[src/rtl/alu_seq.sv]
// alu_seq -- sequential ALU behind the 5-bit opcode set.
//
// Single-cycle ops register their result and flags on the edge that samples
// start, so done pulses in the following cycle. MOD with a non-zero divisor
// runs a restoring divider for W cycles; busy is high while it iterates.
//
// Ports:
//   CLK      rising-edge clock
//   reset_n  asynchronous active-low reset
//   start    request, sampled only while busy is low
//   op       5-bit opcode
//   a, b     operands (dividend/divisor for MOD, b[SW-1:0] is the shift amount)
//   busy     high while MOD iterates
//   done     one-cycle completion pulse; result/flags valid from this cycle
//   result   registered result, held until the next done
//   zero     result == 0, registered with result
//   ovf      signed overflow (ADD/SUB) or carry/borrow (ADDU/SUBU)
//   dbz      MOD with b == 0
//   illegal  opcode outside the supported set
module alu_seq #(
  parameter int unsigned W  = 8,
  parameter int unsigned SW = $clog2(W)
) (
  input  logic         CLK,
  input  logic         reset_n,
  input  logic         start,
  input  logic [4:0]   op,
  input  logic [W-1:0] a,
  input  logic [W-1:0] b,
  output logic         busy,
  output logic         done,
  output logic [W-1:0] result,
  output logic         zero,
  output logic         ovf,
  output logic         dbz,
  output logic         illegal
);

  typedef enum logic {
    S_IDLE,
    S_DIV
  } state_t;

  typedef enum logic [4:0] {
    OP_ADD  = 5'b00000,
    OP_SUB  = 5'b00001,
    OP_SLL  = 5'b00010,
    OP_SRL  = 5'b00011,
    OP_SUBU = 5'b01000,
    OP_ADDU = 5'b01001,
    OP_AND  = 5'b01010,
    OP_SLRA = 5'b01011,
    OP_SEQ  = 5'b01100,
    OP_MOD  = 5'b01111
  } op_t;

  localparam int unsigned CW = (W > 1) ? $clog2(W) : 1;
  localparam logic [CW-1:0] LAST_STEP = CW'(W - 1);

  state_t        state_q;
  logic          armed_q;     // low for the first edge after reset release
  logic [W-1:0]  div_a_q;     // dividend, shifted out MSB-first
  logic [W-1:0]  div_b_q;     // latched divisor
  logic [W-1:0]  div_rem_q;   // partial remainder
  logic [CW-1:0] cnt_q;

  op_t           op_e;
  logic [SW-1:0] shamt;
  logic [W:0]    sum;
  logic [W:0]    dif;
  logic [W-1:0]  res_d;
  logic          ovf_d;
  logic          ill_d;
  logic          is_mod;
  logic          div_start;

  logic [W:0]    rem_sh;
  logic [W:0]    rem_try;
  logic [W-1:0]  rem_d;

  assign op_e      = op_t'(op);
  assign shamt     = b[SW-1:0];
  assign is_mod    = (op_e == OP_MOD);
  assign div_start = is_mod && (b != '0);

  // Single-cycle datapath. For MOD this only matters on the divide-by-zero
  // path, where the dividend is returned unchanged.
  always_comb begin
    sum   = {1'b0, a} + {1'b0, b};
    dif   = {1'b0, a} - {1'b0, b};
    res_d = '0;
    ovf_d = 1'b0;
    ill_d = 1'b0;
    case (op_e)
      OP_ADD: begin
        res_d = sum[W-1:0];
        ovf_d = (a[W-1] == b[W-1]) && (sum[W-1] != a[W-1]);
      end
      OP_SUB: begin
        res_d = dif[W-1:0];
        ovf_d = (a[W-1] != b[W-1]) && (dif[W-1] != a[W-1]);
      end
      OP_SLL:  res_d = a << shamt;
      OP_SRL:  res_d = a >> shamt;
      OP_SUBU: begin
        res_d = dif[W-1:0];
        ovf_d = dif[W];
      end
      OP_ADDU: begin
        res_d = sum[W-1:0];
        ovf_d = sum[W];
      end
      OP_AND:  res_d = a & b;
      OP_SLRA: res_d = $signed(a) >>> shamt;
      OP_SEQ:  res_d = {{(W-1){1'b0}}, (a == b)};
      OP_MOD:  res_d = a;
      default: ill_d = 1'b1;
    endcase
  end

  // One restoring step. The remainder is always below the divisor, so after
  // the shift it fits in W+1 bits and the difference's top bit is its sign.
  always_comb begin
    rem_sh  = {div_rem_q, div_a_q[W-1]};
    rem_try = rem_sh - {1'b0, div_b_q};
    rem_d   = rem_try[W] ? rem_sh[W-1:0] : rem_try[W-1:0];
  end

  always_ff @(posedge CLK or negedge reset_n) begin
    if (!reset_n) begin
      state_q   <= S_IDLE;
      armed_q   <= 1'b0;
      div_a_q   <= '0;
      div_b_q   <= '0;
      div_rem_q <= '0;
      cnt_q     <= '0;
      busy      <= 1'b0;
      done      <= 1'b0;
      result    <= '0;
      zero      <= 1'b0;
      ovf       <= 1'b0;
      dbz       <= 1'b0;
      illegal   <= 1'b0;
    end else begin
      armed_q <= 1'b1;
      done    <= 1'b0;
      case (state_q)
        S_IDLE: begin
          if (start && armed_q) begin
            if (div_start) begin
              div_a_q   <= a;
              div_b_q   <= b;
              div_rem_q <= '0;
              cnt_q     <= '0;
              busy      <= 1'b1;
              state_q   <= S_DIV;
            end else begin
              done    <= 1'b1;
              result  <= res_d;
              zero    <= (res_d == '0);
              ovf     <= ovf_d;
              dbz     <= is_mod;
              illegal <= ill_d;
            end
          end
        end
        S_DIV: begin
          div_rem_q <= rem_d;
          div_a_q   <= div_a_q << 1;
          cnt_q     <= cnt_q + 1'b1;
          if (cnt_q == LAST_STEP) begin
            state_q <= S_IDLE;
            busy    <= 1'b0;
            done    <= 1'b1;
            result  <= rem_d;
            zero    <= (rem_d == '0);
            ovf     <= 1'b0;
            dbz     <= 1'b0;
            illegal <= 1'b0;
          end
        end
        default: begin
          state_q <= S_IDLE;
          busy    <= 1'b0;
        end
      endcase
    end
  end

endmodule

[config.mk]
export PLATFORM = sky130hd
export DESIGN_NAME = alu_seq
export DESIGN_NICKNAME = d
export VERILOG_FILES = /design/src/rtl/alu_seq.sv
export SDC_FILE = /design/constraint.sdc
export NUM_CORES = 1
export LEC_CHECK = 0
export CAP_MARGIN = 0
export CORE_MARGIN = 2
export CORE_UTILIZATION = 50
export DETAILED_ROUTE_END_ITERATION = 8
export PLACE_DENSITY = 0.74
export SYNTH_ARGS = -nofsm -noshare
export SYNTH_HDL_FRONTEND = slang
export SYNTH_SLANG_ARGS = --single-unit
[constraint.sdc]
create_clock -name CLK -period 2.4 [get_ports CLK]
set_clock_uncertainty 0.1 [all_clocks]
set_input_delay 0.6 -clock CLK [delete_from_list [all_inputs] [get_ports CLK]]
set_output_delay 0.6 -clock CLK [all_outputs]
set_load 0.02 [all_outputs]
==> results.ini <==
[logic_synthesis]
synthesis.nets=534
syn_inst=480
ys_ff=43
ys.flop_type=dfrtp_1
syn_area_um2=4000
yosysTopAreaCell=dfrtp_1
synthTopLogicFamily=AND-OR/OR-AND gates
synth-edff-count=0
synthArstFlopShare_pct=100
netlist_top_cells_count=nand2_1, dfrtp_1, nor2_1, o21ai_0, a21oi_1
synthXorXnorAreaFrac_pct=3.54
aoi_share_pct=23.4
synth_adder_area_share_pct=9.96
ys_warn_count=0
simple_gate_share_pct=21.6
syn_avg_cell_area_um2=8.33
synth-area-yosys_um2=4000

[power_and_ir_drop]
totalPowerFinal_mw=5.63
sequentialPower_mw=1.18
p_clk_share_pct=12.0
combPwrFrac_pct=67.0
power_density_nw_per_um2=888
p_int_mw=3.31
pwr-share-seq_pct=21.0
power.switching_mw=2.32
p_sw_share_pct=41.3
worst_ir_drop_vdd_uv=645

[cells_and_area]
area_growth_pct=58.7
antenna_cells=0
seq-cell-share_pct=17.0
comb_cells=381
clock_buffers=5
final_area_um2=6340
dominant_cells=multi-input combinational cells
fill_cells=496
seq_cells=43
finalNonFillerCells=779
drive_gt1_share_pct=43.1
seqCellArea_um2=1080
nets=730

[setup_path]
path_class=reg2reg
startpoint_type=flop
critPathMaxStageDelay_ns=0.39
cp-endpoint=zero
startpoint=div_a_q[7]
critPathBufInv=3
cp_max_fo=8
cp_data_arrival_time_ns=3.09
r2r-start=div_a_q[7]
cp.required_ns=2.53
crit_family=AND-OR/OR-AND gates

[routing]
routedWlPerCell_um=20.8
drt_iter0_markers=465
drt_pass1_iterations=6
drt-vias-per-instance=6.15
met1_length_um=6580
drtAntennaViolNets=0
top_layer_used=met4
wl_met3_um=1350

[place]
dpl.hpwl_um=11500
globalplace.congestion=0.960
io_buffers=37

[sta]
setup_viol=22
period_needed_ns=2.95
grt_setup_unrepaired=yes
holdWs_ns=0.237
slew_viol_final=0
layout_setup_ws_ns=-0.552
tightestPinTransition_ns=0.697
fin_tns_setup_ns=-6.54
timing.final.crit_share_pct=123

[clocking]
postCtsSetupRepairBufs=18
cts_sinks=43
worstSkewPairLatency_ns=0.30
numCtsBuffers=5
clkSlewWorstSetupHoldPaths_ns=0.09
cts.htree.levels=2
hold_buffers=0
cts_root_buf=clkbuf_8

[die]
die_width_um=93.4
pin_count=38
tap_cells=102
die_area_um2=8720

[run]
warning_count=38
drv_cap=0

[status]
violations=setup timing
status=finished, violations left

[global_route]
grt_pass1_vias=4683
grt-busiest-layer=met2
grt_overflow_total=0
grt_start_max_net_pins=30

-- placed cells by master, fill, tap and decap left out, types with 5 or more instances in the layout --
master,instances
a21oi_1,24
a21oi_2,6
a22o_1,8
a22oi_1,5
a31oi_1,5
buf_12,5
buf_4,153
buf_6,17
clkbuf_2,5
clkbuf_8,5
clkdlybuf4s50_1,16
dfrtp_1,43
dlygate4sd2_1,8
ha_1,16
ha_4,7
inv_1,25
mux2_2,7
mux2i_1,17
nand2_1,41
nand3_1,14
nand4_1,7
nor2_1,36
nor3_1,5
nor4_1,5
o211ai_1,6
o21ai_0,23
o21ai_1,10
o21ai_2,8
o21bai_1,5
xnor2_1,9
**M1 wires**

The bar under the picture is 20 um long. Supply wires on this layer in gray.
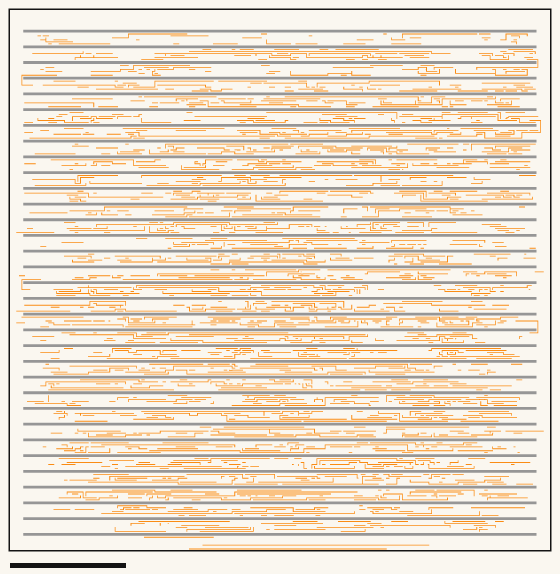
longest straight run: 41.9 um
share of all routed wire: 41%
wire length on this layer: 6580 um
nets with wire on the layer: 684
DR vias: 4794
M1 GR Usage: 48.1%
Total Wirelength: 16200 um

**Signal wires on met2**

The bar under the picture is 20 um long.
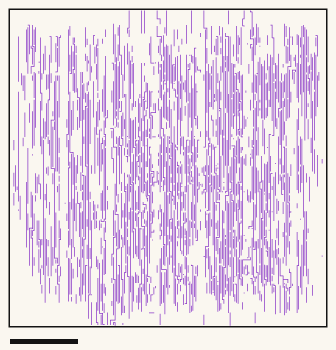
main direction: vertical
share of all routed wire: 47%
wire length on this layer: 7560 um
met2 Use GR: 59.5%

Power is estimated from default activity; no workload was simulated.
